**Local utilization**

Drawn at 2 px/µm. The die is cut into 11 by 11 equal tiles; black is low, pale yellow is high, 0 to 100% covered.
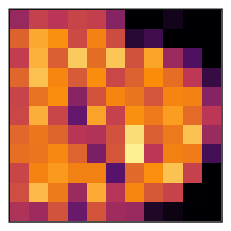
**Clock network drawn from the DEF**

Drawn at 6 px/µm.
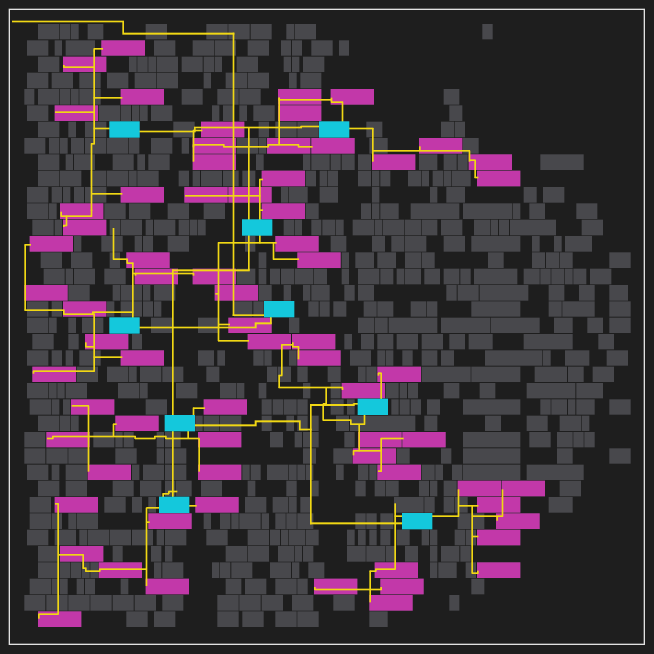
**The clock network**

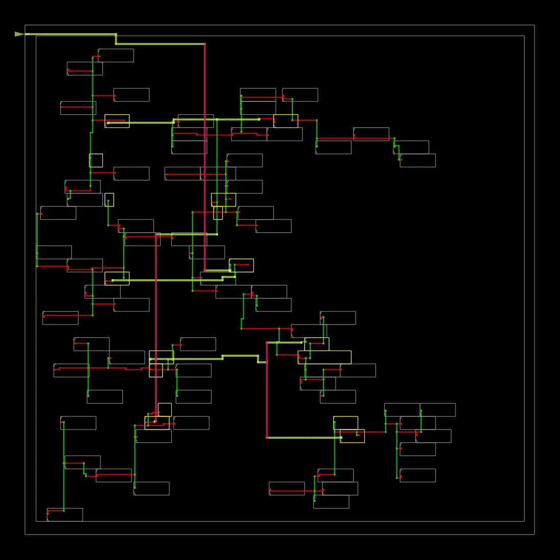
**Placed cells, one colour a class**

Drawn at 4 px/µm. Fill, decap, tap and diode cells in grey.
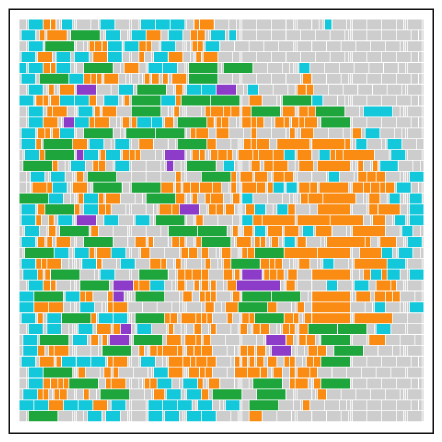
**Zoomed window**

Window x 40 to 65, y 40 to 65 µm. Cells in grey, sequential cells in the stronger grey; small squares are vias.
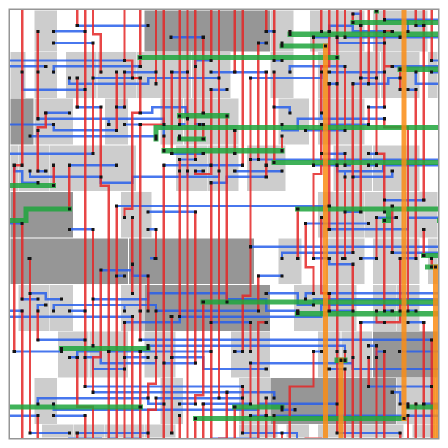
### src/rtl/ysyx_23060184_rf_wb_arbiter_pkg.sv
// Shared definitions for the register-file writeback arbiter: requester indices
// and default register address/data widths.
package ysyx_23060184_pkg;

  localparam int ADDR_WIDTH_DEF = 5;
  localparam int DATA_WIDTH_DEF = 32;

  typedef enum logic {
    REQ_EXU = 1'b0,
    REQ_LSU = 1'b1
  } req_idx_e;

endpackage

### src/rtl/ysyx_23060184_rf_wb_arbiter_arb2.sv
// Two-way writeback grant: fixed priority to the LSU by default, round-robin on
// contention when YSYX_23060184_RR_ARB_EN is defined.
module ysyx_23060184_wb_arb2
  import ysyx_23060184_pkg::*;
(
`ifdef YSYX_23060184_RR_ARB_EN
  input  logic clk,
  input  logic reset,
`endif
  input  logic valid0,
  input  logic valid1,
  output logic grant0,
  output logic grant1
);

  req_idx_e sel;

`ifdef YSYX_23060184_RR_ARB_EN
  // ptr names the requester favoured at the next contention
  req_idx_e ptr;

  always_ff @(posedge clk) begin
    if (reset) begin
      ptr <= REQ_EXU;
    end else if (valid0 && valid1) begin
      ptr <= (sel == REQ_EXU) ? REQ_LSU : REQ_EXU;
    end
  end

  always_comb begin
    sel = REQ_EXU;
    if (valid0 && valid1) sel = ptr;
    else if (valid1)      sel = REQ_LSU;
  end
`else
  always_comb begin
    sel = valid1 ? REQ_LSU : REQ_EXU;
  end
`endif

  assign grant0 = valid0 && (sel == REQ_EXU);
  assign grant1 = valid1 && (sel == REQ_LSU);

endmodule

### src/rtl/ysyx_23060184_rf_wb_arbiter.sv
// Register-file writeback arbiter with a busy-bit scoreboard for issue hazards.
// Define YSYX_23060184_RR_ARB_EN for round-robin arbitration between EXU and LSU.
module ysyx_23060184_rf_wb_arbiter
  import ysyx_23060184_pkg::*;
#(
  parameter int ADDR_WIDTH = ADDR_WIDTH_DEF,
  parameter int DATA_WIDTH = DATA_WIDTH_DEF
) (
  input  logic                  clk,
  input  logic                  reset,
  input  logic                  iss_valid,
  input  logic                  iss_wen,
  input  logic [ADDR_WIDTH-1:0] iss_rd,
  input  logic [ADDR_WIDTH-1:0] iss_rs1,
  input  logic [ADDR_WIDTH-1:0] iss_rs2,
  output logic                  iss_stall,
  input  logic                  req0_valid,
  output logic                  req0_ready,
  input  logic                  req0_wen,
  input  logic [ADDR_WIDTH-1:0] req0_addr,
  input  logic [DATA_WIDTH-1:0] req0_data,
  input  logic                  req1_valid,
  output logic                  req1_ready,
  input  logic                  req1_wen,
  input  logic [ADDR_WIDTH-1:0] req1_addr,
  input  logic [DATA_WIDTH-1:0] req1_data,
  output logic                  rf_wen,
  output logic [ADDR_WIDTH-1:0] rf_waddr,
  output logic [DATA_WIDTH-1:0] rf_wdata
);

  localparam int NREG = 1 << ADDR_WIDTH;

  logic [NREG-1:0]       busy, busy_nxt;
  logic                  grant0, grant1;
  logic                  hs, iss_set;
  logic                  g_wen;
  logic [ADDR_WIDTH-1:0] g_addr;
  logic [DATA_WIDTH-1:0] g_data;

  ysyx_23060184_wb_arb2 u_arb (
`ifdef YSYX_23060184_RR_ARB_EN
    .clk    (clk),
    .reset  (reset),
`endif
    .valid0 (req0_valid),
    .valid1 (req1_valid),
    .grant0 (grant0),
    .grant1 (grant1)
  );

  assign req0_ready = !reset && grant0;
  assign req1_ready = !reset && grant1;
  assign hs         = req0_ready || req1_ready;

  assign g_wen  = req1_ready ? req1_wen  : req0_wen;
  assign g_addr = req1_ready ? req1_addr : req0_addr;
  assign g_data = req1_ready ? req1_data : req0_data;

  assign iss_stall = !reset && iss_valid &&
                     (busy[iss_rs1] || busy[iss_rs2] || (iss_wen && busy[iss_rd]));
  assign iss_set   = iss_valid && iss_wen && !iss_stall && (iss_rd != '0);

  // Clear before set so a new producer of the same register keeps it busy
  always_comb begin
    busy_nxt = busy;
    if (hs && g_wen) busy_nxt[g_addr] = 1'b0;
    if (iss_set)     busy_nxt[iss_rd] = 1'b1;
    busy_nxt[0] = 1'b0;
  end

  always_ff @(posedge clk) begin
    if (reset) begin
      busy     <= '0;
      rf_wen   <= 1'b0;
      rf_waddr <= '0;
      rf_wdata <= '0;
    end else begin
      busy   <= busy_nxt;
      rf_wen <= hs && g_wen && (g_addr != '0);
      if (hs) begin
        rf_waddr <= g_addr;
        rf_wdata <= g_data;
      end
    end
  end

endmodule

### config.mk
export PLATFORM = sky130hd
export DESIGN_NAME = ysyx_23060184_rf_wb_arbiter
export DESIGN_NICKNAME = d
export VERILOG_FILES = /design/src/rtl/ysyx_23060184_rf_wb_arbiter_pkg.sv /design/src/rtl/ysyx_23060184_rf_wb_arbiter_arb2.sv /design/src/rtl/ysyx_23060184_rf_wb_arbiter.sv
export SDC_FILE = /design/constraint.sdc
export NUM_CORES = 1
export LEC_CHECK = 0
export ABC_AREA = 0
export CORE_MARGIN = 2
export CORE_UTILIZATION = 41
export CTS_BUF_LIST = sky130_fd_sc_hd__clkbuf_8
export CTS_CLUSTER_DIAMETER = 50
export DETAILED_ROUTE_END_ITERATION = 7
export PLACE_DENSITY = 0.73
export SYNTH_ARGS = -nofsm -noshare
export SYNTH_HDL_FRONTEND = slang
export SYNTH_HIERARCHICAL = 1
export SYNTH_SLANG_ARGS = --single-unit
export TNS_END_PERCENT = 5
### constraint.sdc
create_clock -name clk -period 5.6 [get_ports clk]
set_clock_uncertainty 0.15 [all_clocks]
set_input_delay 1.68 -clock clk [delete_from_list [all_inputs] [get_ports clk]]
set_output_delay 1.68 -clock clk [all_outputs]
set_load 0.02 [all_outputs]
==> results.sh <==
# physical design summary
export IMPL_ir_worst_vdd_mv=0.163
export IMPL_placedInstanceArea_um2=5800
export IMPL_p_seq_mw=0.521
export IMPL_die_area_um2=11200
export IMPL_top_usage_layer="met2"
export IMPL_met1_length_um=5260
export IMPL_clock_sinks=69
export IMPL_critPathLaunchType="input pin"
export IMPL_fmax_mhz=183
export IMPL_netSwitchingPower_mw=0.338
export IMPL_mostFrequentLayoutCell="clkdlybuf4s50_1"
export IMPL_mux_area_share_pct=22.0
export IMPL_syn_nets=603
export IMPL_hold_viol=0
export IMPL_adder_share_pct=0
export IMPL_dp_hpwl_um=10300
export IMPL_final_cell_mix="clkdlybuf4s50_1 (130), nor2_1 (83), dfxtp_1 (69), nand2_1 (49), mux2i_1 (47)"
export IMPL_crit_path_end="iss_stall"
export IMPL_post_route_period_util_pct=97.7
export IMPL_fin_util_pct=58.9
export IMPL_top_power_group="registers"
export IMPL_most_common_cell="nor2_1"
export IMPL_ys_flop_type="dfxtp_1"
export IMPL_cts_setup_buffers=0
export IMPL_fp_dieH_um=106
export IMPL_status="complete, no violations"
export IMPL_slew_limit_headroom_pct=47.6
export IMPL_p_int_mw=0.871
export IMPL_fp_utilization_pct=41.6
export IMPL_path_max_fanout=6
export IMPL_yosys_warnings=6
export IMPL_antenna_found_initial=0
export IMPL_p_leak_nw=2.28
export IMPL_layout_setup_ws_ns=0.131
export IMPL_postRouteAntennaNets=0
export IMPL_num_rows=37
export IMPL_place_congestion=0.994
export IMPL_vias=4347
export IMPL_wl_met2_um=6630
export IMPL_via_per_inst=5.54
export IMPL_hold_class="flop to flop"
export IMPL_power_mw=1.21
export IMPL_powerComb_mw=0.280
export IMPL_fin_area_um2=6000
export IMPL_crit_slowest_cell="mux4_1"
export IMPL_min_from="rf_waddr[2]"
Notes on 'local utilization' above:
emptiest ninth of the die: top right
mean over tiles: 52%
nearly empty tiles: 11%
fullest tile: 97%

Notes on 'clock network drawn from the DEF' above:
legend:
  clock-net drivers:
    colour: cyan
    count: 9
  flip-flops:
    colour: magenta
    count: 69
  clock wires:
    colour: yellow
    length: 880 µm
routed clock nets: 10

Notes on 'the clock network' above:
Latency at later pin: 0.35 ns
Num CTS Buffers: 9
P_clk: 0.408 mW
clkbuf count: 10

Notes on 'placed cells, one colour a class' above:
legend:
  remaining buffers and delay cells:
    colour: cyan
    cells: 165
  remaining logic cells:
    colour: orange
    cells: 398
  registers:
    colour: green
    cells: 69
  clock drivers and dummy loads:
    colour: purple
    cells: 16

Notes on 'zoomed window' above:
legend:
  M2:
    colour: red
  M3:
    colour: green
  M4:
    colour: orange
  M1:
    colour: blue
cells with their middle in the window: 54
netlist names of flops here include: `busy` (7)
sequential cells in the window: 7
most frequent: nand2_1 (10), o21ai_0 (8)

==> final cells by class <==
class / count / area [µm²]
clock buffer: 10 / 138
tap: 136 / 170
timing repair buffer: 165 / 1580
multi-input combinational: 395 / 2660
sequential: 69 / 1380
fill: 945 / 4180
inverter: 3 / 11.3
clock inverter: 6 / 62.6
==> critical path: cells and delay by family <==
kind | cells | cell delay (ns)
buffers and inverters | 2 | 0.53
multiplexers | 2 | 1.08
AND/OR/NAND/NOR | 3 | 0.34
==> state kept, by name, indices dropped and copies added, names as in the netlist <==
| name | flops |
|---|---|
| rf_wdata | 32 |
| busy | 31 |
| rf_waddr | 5 |
| rf_wen | 1 |
No activity file was given, so power comes from the tool's default toggle rates.
